`config.mk`:
```
export PLATFORM = sky130hd
export DESIGN_NAME = seq_store
export DESIGN_NICKNAME = d
export VERILOG_FILES = /design/src/rtl/seq_pkg.sv /design/src/rtl/seq_mem.sv /design/src/rtl/seq_store.sv
export SDC_FILE = /design/constraint.sdc
export NUM_CORES = 1
export LEC_CHECK = 0
export ABC_AREA = 1
export CORE_ASPECT_RATIO = 1.75
export CORE_MARGIN = 4
export CORE_UTILIZATION = 58
export CTS_CLUSTER_SIZE = 16
export DETAILED_ROUTE_END_ITERATION = 7
export HOLD_SLACK_MARGIN = 0.15
export PLACE_DENSITY = 0.79
export SYNTH_ARGS = -nofsm -noshare
export SYNTH_HDL_FRONTEND = slang
export SYNTH_SLANG_ARGS = --single-unit
```
`constraint.sdc`:
```
create_clock -name CLK -period 2.6 [get_ports CLK]
set_clock_uncertainty 0.2 [all_clocks]
set_input_delay 0.65 -clock CLK [delete_from_list [all_inputs] [get_ports CLK]]
set_output_delay 0.65 -clock CLK [all_outputs]
set_load 0.03 [all_outputs]
```
`src/rtl/seq_pkg.sv`:
```
// rtl/seq_pkg.sv - shared types and constants for the seq_store sequence memory
// Contents:
//   state_e    controller states IDLE / PLAY / CHECK
//   SEQ_DEPTH  default maximum sequence length (symbols)
//   SEQ_SYM_W  default bits per symbol
//   len_w()    width of a counter able to hold 0..depth
package seq_pkg;

   typedef enum logic [1:0] {
      IDLE  = 2'd0,
      PLAY  = 2'd1,
      CHECK = 2'd2
   } state_e;

   localparam int SEQ_DEPTH = 16;
   localparam int SEQ_SYM_W = 4;

   function automatic int len_w(input int depth);
      return $clog2(depth + 1);
   endfunction

endpackage

```
`src/rtl/seq_mem.sv`:
```
// rtl/seq_mem.sv - DEPTH x SYM_W symbol register array, sync write/clear, async read
// Optional build macro: SEQ_FLAT_OUT_EN adds the flattened seq_o view.
// Ports:
//   clk_i    rising-edge clock
//   clr_i    synchronous clear of every entry (active-high)
//   we_i     write enable
//   waddr_i  write address
//   wdata_i  write data
//   raddr_i  combinational read address
//   rdata_o  combinational read data
//   seq_o    (SEQ_FLAT_OUT_EN only) entry i at seq_o[i*SYM_W +: SYM_W]
module seq_mem
   import seq_pkg::*;
#(
   parameter int  DEPTH = SEQ_DEPTH,
   parameter int  SYM_W = SEQ_SYM_W,
   localparam int AW    = $clog2(DEPTH)
) (
   input  logic             clk_i,
   input  logic             clr_i,
   input  logic             we_i,
   input  logic [AW-1:0]    waddr_i,
   input  logic [SYM_W-1:0] wdata_i,
   input  logic [AW-1:0]    raddr_i,
   output logic [SYM_W-1:0] rdata_o
`ifdef SEQ_FLAT_OUT_EN
   ,
   output logic [DEPTH*SYM_W-1:0] seq_o
`endif
);

   logic [SYM_W-1:0] mem_q [DEPTH];

   always_ff @(posedge clk_i) begin
      if (clr_i) begin
         for (int i = 0; i < DEPTH; i++) begin
            mem_q[i] <= '0;
         end
      end else if (we_i) begin
         mem_q[waddr_i] <= wdata_i;
      end
   end

   assign rdata_o = mem_q[raddr_i];

`ifdef SEQ_FLAT_OUT_EN
   // Entries are only written at the append position and cleared as a whole,
   // so slots at or beyond the current length are already zero here.
   for (genvar g = 0; g < DEPTH; g++) begin : g_flat
      assign seq_o[g*SYM_W +: SYM_W] = mem_q[g];
   end
`endif

endmodule

```
`src/rtl/seq_store.sv`:
```
// rtl/seq_store.sv - Genius sequence store: append, ready/valid playback, player check
// Optional build macro: SEQ_FLAT_OUT_EN adds output seq_o [DEPTH*SYM_W-1:0].
// Ports:
//   CLK, R             clock, synchronous active-high reset
//   clr                empty the sequence (same effect as R)
//   app_v, app_sym     append request / symbol
//   play_start         begin playback (IDLE, len>0)
//   play_rdy           consumer accepts play_sym
//   play_v, play_sym   playback symbol valid / value
//   play_last          current playback symbol is the final one
//   chk_start          begin checking (IDLE, len>0)
//   chk_v, chk_sym     player symbol valid / value
//   chk_ok, chk_err    registered pulses: player symbol matched / mismatched
//   round_done         registered pulse: whole sequence matched
//   ovf_o              registered pulse: append attempted while full
//   len_o, full_o      current length, length == DEPTH
//   busy_o             state is not IDLE
//   seq_o              (SEQ_FLAT_OUT_EN only) flattened storage, entry 0 at LSBs
module seq_store
   import seq_pkg::*;
#(
   parameter int  DEPTH = SEQ_DEPTH,
   parameter int  SYM_W = SEQ_SYM_W,
   localparam int LEN_W = len_w(DEPTH)
) (
   input  logic             CLK,
   input  logic             R,
   input  logic             clr,
   input  logic             app_v,
   input  logic [SYM_W-1:0] app_sym,
   input  logic             play_start,
   input  logic             play_rdy,
   output logic             play_v,
   output logic [SYM_W-1:0] play_sym,
   output logic             play_last,
   input  logic             chk_start,
   input  logic             chk_v,
   input  logic [SYM_W-1:0] chk_sym,
   output logic             chk_ok,
   output logic             chk_err,
   output logic             round_done,
   output logic             ovf_o,
   output logic [LEN_W-1:0] len_o,
   output logic             full_o,
   output logic             busy_o
`ifdef SEQ_FLAT_OUT_EN
   ,
   output logic [DEPTH*SYM_W-1:0] seq_o
`endif
);

   localparam int AW = $clog2(DEPTH);

   state_e           state_q, state_d;
   logic [LEN_W-1:0] len_q, len_d;
   logic [LEN_W-1:0] ptr_q, ptr_d;
   logic             ok_q, ok_d;
   logic             err_q, err_d;
   logic             done_q, done_d;
   logic             ovf_q, ovf_d;
   logic             we;
   logic [SYM_W-1:0] rdata;
   logic             full;
   logic             at_last;

   assign full    = (len_q == LEN_W'(DEPTH));
   assign at_last = (ptr_q == len_q - LEN_W'(1));

   // Write address is the append position; it is only used while not full,
   // so it always fits in AW bits.
   seq_mem #(
      .DEPTH (DEPTH),
      .SYM_W (SYM_W)
   ) u_mem (
      .clk_i   (CLK),
      .clr_i   (R | clr),
      .we_i    (we),
      .waddr_i (len_q[AW-1:0]),
      .wdata_i (app_sym),
      .raddr_i (ptr_q[AW-1:0]),
      .rdata_o (rdata)
`ifdef SEQ_FLAT_OUT_EN
      ,
      .seq_o   (seq_o)
`endif
   );

   always_comb begin
      state_d = state_q;
      len_d   = len_q;
      ptr_d   = ptr_q;
      ok_d    = 1'b0;
      err_d   = 1'b0;
      done_d  = 1'b0;
      ovf_d   = 1'b0;
      we      = 1'b0;

      if (clr) begin
         state_d = IDLE;
         len_d   = '0;
         ptr_d   = '0;
      end else begin
         case (state_q)
            IDLE: begin
               // app_v > play_start > chk_start; losers are dropped.
               if (app_v) begin
                  if (!full) begin
                     we    = 1'b1;
                     len_d = len_q + LEN_W'(1);
                  end else begin
                     ovf_d = 1'b1;
                  end
               end else if (play_start) begin
                  if (len_q != '0) begin
                     state_d = PLAY;
                     ptr_d   = '0;
                  end
               end else if (chk_start) begin
                  if (len_q != '0) begin
                     state_d = CHECK;
                     ptr_d   = '0;
                  end
               end
            end
            PLAY: begin
               if (play_rdy) begin
                  if (at_last) begin
                     state_d = IDLE;
                     ptr_d   = '0;
                  end else begin
                     ptr_d = ptr_q + LEN_W'(1);
                  end
               end
            end
            CHECK: begin
               if (chk_v) begin
                  if (chk_sym == rdata) begin
                     ok_d = 1'b1;
                     if (at_last) begin
                        done_d  = 1'b1;
                        state_d = IDLE;
                        ptr_d   = '0;
                     end else begin
                        ptr_d = ptr_q + LEN_W'(1);
                     end
                  end else begin
                     err_d   = 1'b1;
                     state_d = IDLE;
                     ptr_d   = '0;
                  end
               end
            end
            default: begin
               state_d = IDLE;
               ptr_d   = '0;
            end
         endcase
      end
   end

   always_ff @(posedge CLK) begin
      if (R) begin
         state_q <= IDLE;
         len_q   <= '0;
         ptr_q   <= '0;
         ok_q    <= 1'b0;
         err_q   <= 1'b0;
         done_q  <= 1'b0;
         ovf_q   <= 1'b0;
      end else begin
         state_q <= state_d;
         len_q   <= len_d;
         ptr_q   <= ptr_d;
         ok_q    <= ok_d;
         err_q   <= err_d;
         done_q  <= done_d;
         ovf_q   <= ovf_d;
      end
   end

   assign play_v     = (state_q == PLAY);
   assign play_sym   = play_v ? rdata : '0;
   assign play_last  = play_v & at_last;
   assign chk_ok     = ok_q;
   assign chk_err    = err_q;
   assign round_done = done_q;
   assign ovf_o      = ovf_q;
   assign len_o      = len_q;
   assign full_o     = full;
   assign busy_o     = (state_q != IDLE);

endmodule

```
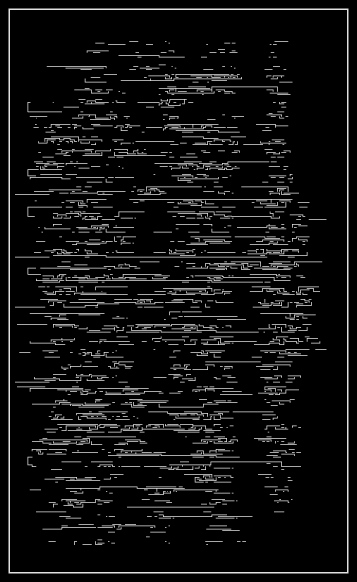
**Above:** run 1 (the metal 1 layer).
The wires run mostly horizontal. The layer carries 3,610 um of wire. The longest straight run is 35.4 um.

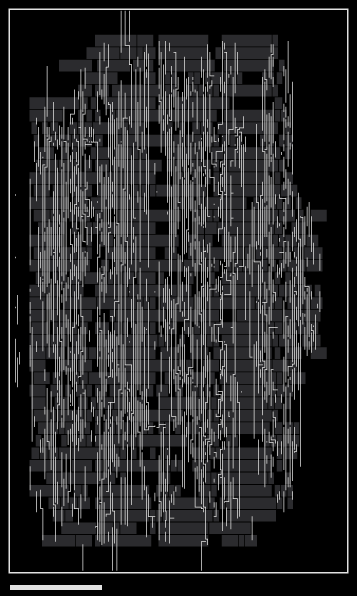
**Above:** run 1 (M2 wires).
The bar under the picture is 20 um long. Cells faint in the background.
519 nets have wire on it. The layer holds 55% of the routed length. The layer carries 5,940 um of wire.

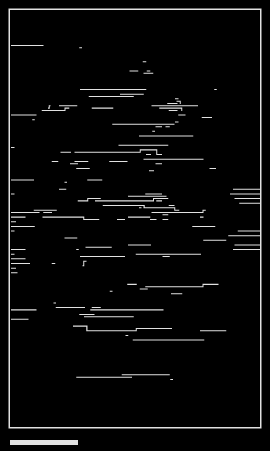
**Above:** run 1 (the metal 3 layer).
The bar under the picture is 20 um long.
75 nets have wire on it. The wires run mostly horizontal. The longest straight run is 21.2 um. The layer carries 719 um of wire.

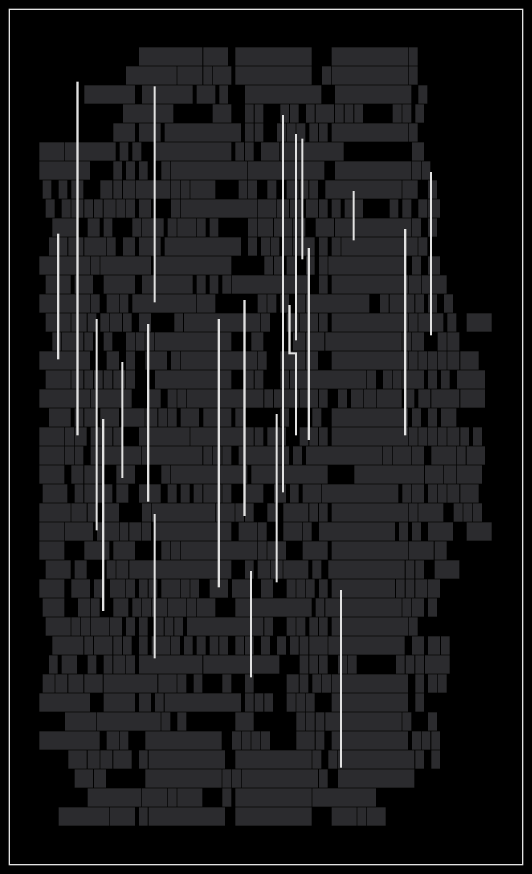
**Above:** run 1 (metal 4).
Cells faint in the background.
18 nets have wire on it. The longest straight run is 53.7 um. The layer carries 556 um of wire. The wires run mostly vertical.
final routed wirelength across all metal layers: 10.8 mm
via count: 3,804

==> run summary, run 1 <==
Main metrics from the flow reports.

The run finished, with violations left. The final reports fail on setup timing. The post-layout worst setup margin came out at -0.0620 ns. Including well taps, the total number of placed cells is 675.

The count of non-filler cells in the finished layout is 696. The net switching power is 0.000642 W. For this run, the final setup violation count is recorded as 1. The mean cell area of the mapped netlist came out at 8.06 um^2. The transition time recorded at the tightest slew-check pin is 0.513 ns. The total area of multi-input combinational cells is 1730 um^2. The number of instances in the synthesized netlist came out at 537. In this run the number of H-tree levels came out at 3. The area share of and/or/nand/nor cells after synthesis is 30.6%. The startpoint identified for the worst register-to-register timing path is len_o[1]. The number of ports placed on the die boundary is 33. The net count entering floorplan is 558. The and-or/or-and share of the synthesized area is 3.93%. The area share of fa/ha/maj cells after synthesis is 1.45%. The worst setup slack before clock tree synthesis came out at 0.0267 ns. Registers take 2330 um^2. Per the cell usage report, the commonest logic cells after layout are sky130_fd_sc_hd__nand2_1, sky130_fd_sc_hd__nor2_1, sky130_fd_sc_hd__edfxtp_1, sky130_fd_sc_hd__inv_1, sky130_fd_sc_hd__buf_4. TritonCTS built the clock tree.

In the setup report, the worst path falls into the class reg -> out. The first routing iteration left 282 violations. Subtracting the final worst setup slack from the clock period gives 2.66 ns. The tally of unique sky130hd cells used after synthesis came out at 29. The start point of the critical path is len_o[1]. The number of vias per cell came out at 5.47. The number of sequential cells in the layout came out at 84. Once placement finished, the instance area stood at 4930 um^2. Adding up every negative setup slack in the final design gives -0.0620 ns. The total inserted antenna cells is 0.

The cell area power density came out at 535 nW/um^2. The total routing resource utilization after global routing is 25.5%. In the final design, more cell area goes to registers than to any other class. Dividing the final minimum period by the clock period gives 102%. The DRC violation total left in the routed layout is recorded as 0.

The worst hold slack after final layout is 0.306 ns. The worst setup path is captured at an output port. The number of hold-slack violations in the final timing report is 0. The number of search-and-repair iterations in the first detailed-routing pass came out at 5.

The share of final-layout standard cells stronger than drive strength 1 came out at 17.9%. The share of the synthesized netlist area taken by xor and xnor gates is 1.42%.
==> run 1: cell usage after synthesis, drive strengths merged <==
| cell | n | area [um^2] |
|---|---|---|
| nand3b | 1 | 7.51 |
| a221oi | 1 | 8.76 |
| nand4 | 1 | 6.26 |
| xnor2 | 3 | 26.3 |
| xor2 | 4 | 35.0 |
| nor4 | 1 | 6.26 |
| inv | 71 | 269 |
| nor2 | 90 | 350 |
| clkbuf | 8 | 30.0 |
| o21ai | 12 | 60.1 |
| o211ai | 1 | 7.51 |
| buf | 10 | 88.8 |
| dfxtp | 20 | 400 |
| nand2 | 168 | 638 |
| a21oi | 15 | 93.8 |
| nand3 | 56 | 280 |
| nor3 | 6 | 35.0 |
| ha | 5 | 62.6 |
| edfxtp | 64 | 1920 |
==> run 1: what timing repair did <==
item	in CTS	in global routing
pin swaps	0	6
resized	6	32
endpoints found under the setup margin	5	6
gates cloned	1	0
hold buffers	0	0
setup buffers	0	4
==> run 1: worst max-delay path: stages (launching register included) <==
cell	delay, ns
sky130_fd_sc_hd__dfxtp_4	0.37
sky130_fd_sc_hd__inv_4	0.04
sky130_fd_sc_hd__ha_4	0.26
sky130_fd_sc_hd__xor2_1	0.15
sky130_fd_sc_hd__nand3_1	0.12
sky130_fd_sc_hd__nor3_2	0.20
sky130_fd_sc_hd__nand2_2	0.08
sky130_fd_sc_hd__nor2_2	0.12
sky130_fd_sc_hd__buf_6	0.14
==> run 1: routing by layer <==
| layer | GRT usage [%] | vias to the layer above |
|---|---|---|
| met2 | 46.7 | 179 |
| met5 | 0 | - |
| met1 | 24.7 | 1740 |
| met3 | 3.28 | 48 |
| met4 | 19.8 | 0 |
| li1 | - | 1837 |
==> run 2: changes to the inputs <==
Clock period 2.6 ns to 2.5 ns, I/O delays scaled along.
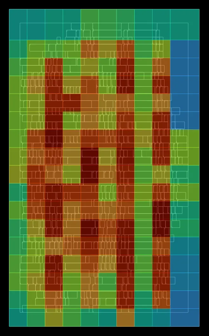
**Above:** run 2 (routing congestion map).
met3 Use GR: 5.33%
overall global routing resource usage: 25.4%
routing layer with the top usage in global route: met2

==> run 2 against run 1 <==
Against the previous run: the run still ends with setup timing left; design area increased by 2.8%; utilization increased by 2.1 points; clock power grew 21%; total power up 11%; combinational power grew 8%; largest cell class unchanged; highest routed layer unchanged.
==> run summary, run 2 <==
Main metrics from the flow reports.

The global-route wire length before repair came out at 16.9 mm (was 17.0 mm). Run status: finished, violations left (unchanged). The level count of the clock H-tree is 3 (unchanged).

The most instantiated flip-flop cell in the synthesis netlist is sky130_fd_sc_hd__edfxtp_1 (unchanged). The via count came out at 3,884 (was 3,804). The tally of unique sky130hd cells used after synthesis came out at 29 (unchanged). The share of the synthesized area in the top cell type came to 44.4% (unchanged).

The maximum count of clock buffers along a single path came out at 2 (unchanged). The total negative slack for setup checks is -0.0551 ns (was -0.0620 ns). The remaining design rule violation count came out at 0 (unchanged). Cell types with the largest area share after synthesis: sky130_fd_sc_hd__edfxtp_1, sky130_fd_sc_hd__nand2_1, sky130_fd_sc_hd__dfxtp_1 (unchanged).

The endpoint required time on the critical path is 1.67 ns (was 1.75 ns). The shortest clock period the worst path allows after layout is 2.53 ns. The power share of the combinational group is 8.2% (was 8.5%). The maximum vdd ir drop came out at 0.000477 V (was 0.000415 V). The number of DRC markers after the initial detailed-route iteration came out at 270 (was 282).

The post-route fraction of the period consumed by the critical path is 101%. Worst path cell trace: inv_2, ha_4, xor2_1, nand3_1, nor3_2, nand2_2, nor2_4, buf_6 (was inv_4, ha_4, xor2_1, nand3_1, nor3_2, nand2_2, nor2_2, buf_6). The most area-hungry cell type in the Yosys netlist is sky130_fd_sc_hd__edfxtp_1 (unchanged). The worst hold slack after final layout is 0.321 ns (was 0.306 ns). The yosys synthesis warning count came to 0 (unchanged). The largest net degree at the start of global routing was 32 (unchanged). The most used logic cell in the final layout is sky130_fd_sc_hd__nand2_1 (unchanged).

The post-route cell area was 5540 um^2 (was 5390 um^2). The number of search-and-repair iterations in the first detailed-routing pass came to 6 (was 5). The TritonCTS clock tree is built (unchanged).

The post-synth tally of flip-flops with integrated enable came out at 64 (unchanged). The start point of the critical path is len_o[1] (unchanged). The count of non-filler cells in the finished layout came out at 704 (was 696). The critical path depth in cells is 8 (unchanged). The origin of the worst min-delay path is state_q[0] (unchanged). The net switching power came out at 0.000667 W (was 0.000642 W). The area of placed instances came out at 4960 um^2 (was 4930 um^2).

The multiplexer area fraction after synthesis was 0% (unchanged). The net count entering floorplan is 558 (unchanged). The standard-cell row count came out at 41 (unchanged).

The weighted congestion at the end of routability-driven global placement came to 0.882 (was 0.891). The total congestion overflow is 0 (unchanged). The class of the tightest hold or removal check is reg -> reg (unchanged). Top cells excl fill/tap: sky130_fd_sc_hd__nand2_1, sky130_fd_sc_hd__nor2_1, sky130_fd_sc_hd__edfxtp_1, sky130_fd_sc_hd__inv_1, sky130_fd_sc_hd__buf_4 (unchanged).

The HPWL after detailed placement came out at 7.54 mm (was 7.46 mm). The share of flip-flops with an asynchronous set or reset after synthesis came out at 0% (unchanged). The area reported by Yosys stat came out at 4330 um^2 (unchanged). The net count of the finished layout came out at 634 (was 626). The number of nets with antenna violations after routing is 0 (unchanged). The number of hold-slack violations in the final timing report is 0 (unchanged).

The number of ports placed on the die boundary is 33 (unchanged). The combinational logic power was 0.000263 W (was 0.000244 W). The critical path endpoint category is an output port (unchanged).

The area share of and/or/nand/nor cells after synthesis is 30.6% (unchanged). The buffers plus inverters on the worst setup path is 2 (unchanged). The worst flop-to-flop path startpoint was len_o[1] (unchanged). The cell area power density came out at 577 nW/um^2 (was 535 nW/um^2). The total power came out at 0.00320 W (was 0.00288 W). The and-or/or-and share of the synthesized area is 3.93% (unchanged).

The wire length reported by the detailed router is 11.2 mm (was 10.8 mm). The library cell contributing the largest single delay on the critical path is sky130_fd_sc_hd__dfxtp_2 (was sky130_fd_sc_hd__dfxtp_4). The number of instances in the synthesized netlist is 537 (unchanged). RSZ-0062 raised after global routing: true (unchanged). The number of vias per cell is 5.52 (was 5.47). The total inserted antenna cells is 0 (unchanged).

The netlist area before placement came out at 4330 um^2 (unchanged). Violated checks: setup timing (unchanged). The share of final-layout standard cells stronger than drive strength 1 is 20.7% (was 17.9%). The worst-case register-to-register setup slack came out at 0.17 ns (was 0.37 ns). The post-layout worst setup margin was -0.0340 ns (was -0.0620 ns).

The worst stage delay on the critical path is 0.34 ns (was 0.37 ns). The transition time of the tightest slew-check pin came to 0.424 ns (was 0.513 ns). The most popular library cell in the synthesized design by count was sky130_fd_sc_hd__nand2_1 (unchanged).

The mean cell area of the mapped netlist came out at 8.06 um^2 (unchanged). The number of clock sinks came out at 84 (unchanged). The leakage power came out at 2.45 nW (was 2.40 nW). The number of storage elements in the synthesis netlist came out at 84 (unchanged).

The setup-violating endpoint count in the final report came out at 2 (was 1). The count of hold-fix buffers inserted at cts came to 0 (unchanged). The class of the most critical setup path is reg -> out (unchanged). The main logic family after synthesis is simple AND/OR/NAND/NOR gates (unchanged). The share of the synthesized netlist area taken by xor and xnor gates is 1.42% (unchanged). The kind of cell adding the most delay to the critical path is simple AND/OR/NAND/NOR gates (unchanged). The instance count after placement with tap cells included is 681 (was 675). The worst setup slack before clock tree synthesis came out at -0.0880 ns (was 0.0267 ns). Most instantiated cells after synthesis: sky130_fd_sc_hd__nand2_1, sky130_fd_sc_hd__nor2_1, sky130_fd_sc_hd__inv_1, sky130_fd_sc_hd__edfxtp_1, sky130_fd_sc_hd__nand3_1 (unchanged). The proportion of total power due to net switching came out at 20.8% (was 22.3%). The area share of fa/ha/maj cells after synthesis came out at 1.45% (unchanged).
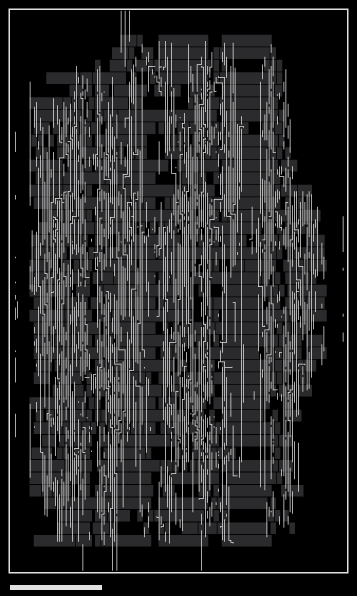
**Above:** run 2 (M2 wires).
The bar under the picture is 20 um long. Cells faint in the background.
The longest straight run is 54.1 um. The layer carries 6,050 um of wire. 539 nets have wire on it.

==> run 2: what timing repair did <==
item / 4_1_cts / 5_1_grt
resized: 14 / 46
gates cloned: 0 / 2
hold endpoints to repair: 0 / 0
buffers inserted: 5 / 1
pin swaps: 4 / 7
endpoints found under the setup margin: 7 / 13
==> run 2: worst register-to-register path, delay by kind of cell (launching register included) <==
kind            cells  cell delay, ns
buf+inv             6            0.51
compound gates      1            0.16
simple gates        8            0.74
flops               1            0.34
fa+ha+maj           1            0.17
xor+xnor            1            0.14
==> run 2: final cells by class <==
cell class | count | area, um^2 | share of cell area, %
Inverter | 71 | 284 | 5.12
Timing Repair Buffer | 82 | 719 | 13.0
Multi-Input combinational cell | 364 | 1780 | 32.1
Sequential cell | 84 | 2330 | 42.0
Clock inverter | 6 | 77.6 | 1.40
Tap cell | 86 | 108 | 1.94
Clock buffer | 10 | 239 | 4.31
Timing Repair inverter | 1 | 8.76 | 0.158
==> run 2: cells by family (layout without fill, tap and decap cells) <==
| kind of cell | after synthesis | after routing |
|---|---|---|
| AOI/OAI and AO/OA | 29 | 29 |
| xor gates and xnor gates | 7 | 7 |
| adders and majority gates | 5 | 5 |
| buffers and inverters | 89 | 170 |
| DFF | 84 | 84 |
| and+or+nand+nor | 323 | 323 |
==> run 2: metal layers <==
metal  vias to the layer above  global-route usage, %  share of wire, %
met5                         -                      0                 0
met4                         0                   22.0               6.7
met3                        68                   5.33               6.0
met1                      1765                   22.1                33
li1                       1853                      -                 -
met2                       198                   46.5                54
==> run 3: changes to the inputs <==
Settings changed: CORE_UTILIZATION 58 to 53, PLACE_DENSITY 0.79 to 0.76.
Clock period 2.5 ns to 2.2 ns, I/O delays scaled along.
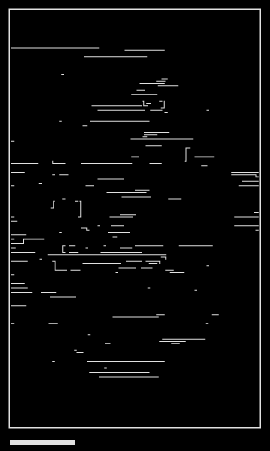
**Above:** run 3 (the metal 3 layer).
The bar under the picture is 20 um long.
The longest straight run is 35.9 um. The layer carries 655 um of wire. 78 nets have wire on it. The layer holds 5.5% of the routed length.
met3 Use GR: 4.65%
via count: 4,017
final routed wirelength across all metal layers: 12.0 mm

==> run 3 against run 2 <==
Against the previous run: non-clock buffer count up 15; critical path depth up 3; the run still ends with setup timing left; largest power group unchanged; total power up 11%; hold slack worse by 0.015 ns; area after synthesis unchanged; setup slack worse by 0.24 ns; count of clock-buffer cells in the layout unchanged; clock power up 4%; wire length up 6.9%; cell count up 2.4%.
==> run summary, run 3 <==
Main metrics from the flow reports.

Run status: finished, violations left (unchanged). Violated checks: setup timing (unchanged). The class of the most critical setup path is reg -> out (unchanged). The number of storage elements in the synthesis netlist was 84 (unchanged).

The global routing's busiest layer is met2 (unchanged). The remaining design rule violation count came out at 0 (unchanged). The total power came to 0.00355 W (was 0.00320 W).

The post-route fraction of the period consumed by the critical path came out at 112%. The startpoint kind of the worst setup timing path is a flip-flop (unchanged). The origin of the worst min-delay path is state_q[0] (unchanged). The sequential group share of total power is 50.0% (was 48.8%). The share of the synthesized area in the top cell type was 44.4% (unchanged). The sequential cell power came out at 0.00177 W (was 0.00156 W). The count of non-filler cells in the finished layout came out at 721 (was 704). The number of search-and-repair iterations in the first detailed-routing pass is 5 (was 6). The HPWL after detailed placement is 7.94 mm (was 7.54 mm). The transition time of the tightest slew-check pin is 0.432 ns (was 0.424 ns).

The area reported by Yosys stat was 4330 um^2 (unchanged). The endpoint required time on the critical path is 1.45 ns (was 1.67 ns). The shortest clock period the worst path allows after layout came out at 2.47 ns. The instance count after placement with tap cells included came out at 693 (was 681). The cell area power density is 606 nW/um^2 (was 577 nW/um^2). The share of final-layout standard cells stronger than drive strength 1 is 30.0% (was 20.7%). The global-route wire length before repair was 17.1 mm (was 16.9 mm). The number of instances in the synthesized netlist came out at 537 (unchanged). The count of hold-fix buffers inserted at cts is 0 (unchanged). The setup-violating endpoint count in the final report is 18 (was 2).

The worst-case register-to-register setup slack is -0.21 ns (was 0.17 ns). The leakage power is 2.60 nW (was 2.45 nW). The post-CTS resize count was 36 (was 14). The class of the tightest hold or removal check is reg -> reg (unchanged).

The sequential area share after synthesis is 53.7% (unchanged). The total congestion overflow came out at 0 (unchanged). The tally of unique sky130hd cells used after synthesis is 29 (unchanged). The most area-hungry cell type in the Yosys netlist is sky130_fd_sc_hd__edfxtp_1 (unchanged). The number of DRC markers after the initial detailed-route iteration is 324 (was 270).

The internal power contribution was 0.00275 W (was 0.00253 W). The netlist area before placement came out at 4330 um^2 (unchanged). The area of placed instances is 5060 um^2 (was 4960 um^2). The total negative slack for setup checks came to -3.40 ns (was -0.0551 ns).

The maximum vdd ir drop was 0.000478 V (was 0.000477 V). The mean cell area of the mapped netlist is 8.06 um^2 (unchanged). The net count entering floorplan is 558 (unchanged). The total cells reported by yosys after synthesis came out at 537 (unchanged).

Cell types with the largest area share after synthesis: sky130_fd_sc_hd__edfxtp_1, sky130_fd_sc_hd__nand2_1, sky130_fd_sc_hd__dfxtp_1 (unchanged). The proportion of total power due to net switching is 22.5% (was 20.8%). The number of clock sinks is 84 (unchanged). The die height came out at 128 um (was 122 um). The total routing resource utilization after global routing is 23.2% (was 25.4%).

The number of hold-slack violations in the final timing report was 0 (unchanged). The most used logic cell in the final layout is sky130_fd_sc_hd__nand2_1 (unchanged). The power share of the combinational group came to 9.3% (was 8.2%). The post-CTS setup-driven buffer insertion count came out at 5 (unchanged). The initial core utilization came out at 54.4% (was 59.8%).

The TritonCTS clock tree was built (unchanged). The most instantiated flip-flop cell in the synthesis netlist is sky130_fd_sc_hd__edfxtp_1 (unchanged). The worst hold slack after final layout is 0.305 ns (was 0.321 ns). The post-synth tally of flip-flops with integrated enable is 64 (unchanged). The yosys synthesis warning count is 0 (unchanged). The net count of the finished layout is 648 (was 634). The wire length per cell came to 16.6 um (was 15.9 um). RSZ-0062 raised after global routing: true (unchanged). The largest net degree at the start of global routing came out at 32 (unchanged). The post-route cell area is 5850 um^2 (was 5540 um^2). The highest fanout seen on the critical path came to 3 (was 2). The clock latency of the later-clocked register in the worst-skew pair came out at 0.34 ns (was 0.33 ns).

The level count of the clock H-tree is 3 (unchanged). The post-layout worst setup margin is -0.270 ns (was -0.0340 ns). The arrival time of the worst setup path came to 1.72 ns (was 1.71 ns). The weighted congestion at the end of routability-driven global placement is 0.891 (was 0.882). The number of nets with antenna violations after routing came out at 0 (unchanged). The net switching power came to 0.000797 W (was 0.000667 W). The initial antenna violation count came to 0 (unchanged). The share of flip-flops with an asynchronous set or reset after synthesis came out at 0% (unchanged). The total inserted antenna cells came out at 0 (unchanged). The critical path endpoint category is an output port (unchanged). The combinational logic power came out at 0.000330 W (was 0.000263 W).

The worst-case headroom to the max-slew limit is 71.1% (was 71.6%). The standard-cell row count is 43 (was 41). The most popular library cell in the synthesized design by count is sky130_fd_sc_hd__nand2_1 (unchanged). The start point of the critical path is len_o[1] (unchanged). The number of vias per cell is 5.57 (was 5.52).

Most instantiated cells after synthesis: sky130_fd_sc_hd__nand2_1, sky130_fd_sc_hd__nor2_1, sky130_fd_sc_hd__inv_1, sky130_fd_sc_hd__edfxtp_1, sky130_fd_sc_hd__nand3_1 (unchanged). The maximum count of clock buffers along a single path came out at 2 (unchanged). Top cells excl fill/tap: sky130_fd_sc_hd__nand2_1, sky130_fd_sc_hd__nor2_1, sky130_fd_sc_hd__edfxtp_1, sky130_fd_sc_hd__inv_1, sky130_fd_sc_hd__buf_4 (unchanged). The via count of the first global-routing pass is 3,763 (was 3,902). The clock power share came out at 40.7% (was 43.0%). The worst setup slack before clock tree synthesis is -0.302 ns (was -0.0880 ns). The number of ports placed on the die boundary is 33 (unchanged).

The global-route track usage on met1 is 21.1% (was 22.1%).
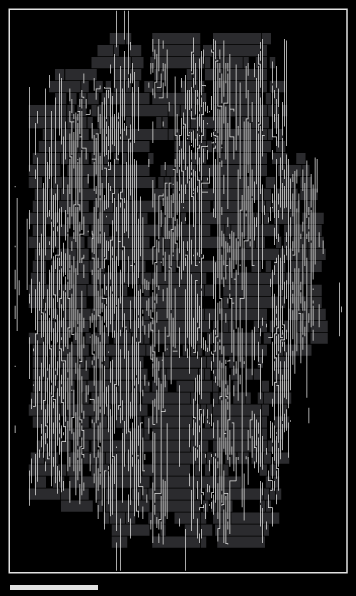
**Above:** run 3 (M2 wires).
The bar under the picture is 20 um long. Cells faint in the background.
The longest straight run is 56.4 um. 558 nets have wire on it.
met2 GRT Util: 45.3%

## run 3: cell count changes in the layout (fill, tap and decap cells not counted), sizes merged
cell / previous run / this run
buf: 55 / 69
bufinv: 2 / 1
clkbuf: 10 / 12
clkdlybuf4s50: 25 / 19
clkinv: 5 / 3
clkinvlp: 0 / 1
dlygate4sd2: 2 / 7
## run 3: kinds of logic (layout without fill, tap and decap cells)
kind of cell	after synthesis	in the layout	share of synthesized area, %
buffers and inverters	89	183	8.96
AND-OR/OR-AND	29	29	3.93
adder cells (fa/ha/maj)	5	5	1.45
flip-flops	84	84	53.7
AND/OR/NAND/NOR	323	323	30.6
XOR/XNOR	7	7	1.42
## run 3: cell type report
class	instances	area, um^2
multi-input cells	364	1950
flip-flops and latches	84	2330
inverters	71	289
clock buffers	10	229
fillers	536	2110
clock inverters	5	53.8
repair buffers	97	881
well taps	90	113
## run 3: worst max-delay path: stages (launching register included)
cell	delay, ns
sky130_fd_sc_hd__dfxtp_4	0.35
sky130_fd_sc_hd__inv_4	0.06
sky130_fd_sc_hd__ha_4	0.15
sky130_fd_sc_hd__inv_2	0.04
sky130_fd_sc_hd__nand2_1	0.06
sky130_fd_sc_hd__nand2_1	0.07
sky130_fd_sc_hd__nand2_1	0.09
sky130_fd_sc_hd__o21ai_2	0.06
sky130_fd_sc_hd__nor3_2	0.18
sky130_fd_sc_hd__nand2_2	0.10
sky130_fd_sc_hd__nor2_4	0.09
sky130_fd_sc_hd__buf_6	0.13
## run 3: per-layer routing
metal | part of all wire (%) | vias up
li1 | - | 1887
met2 | 57 | 186
met1 | 33 | 1895
met5 | 0 | -
met4 | 5.3 | 0
met3 | 5.5 | 49
No activity file was given, so power comes from the tool's default toggle rates.
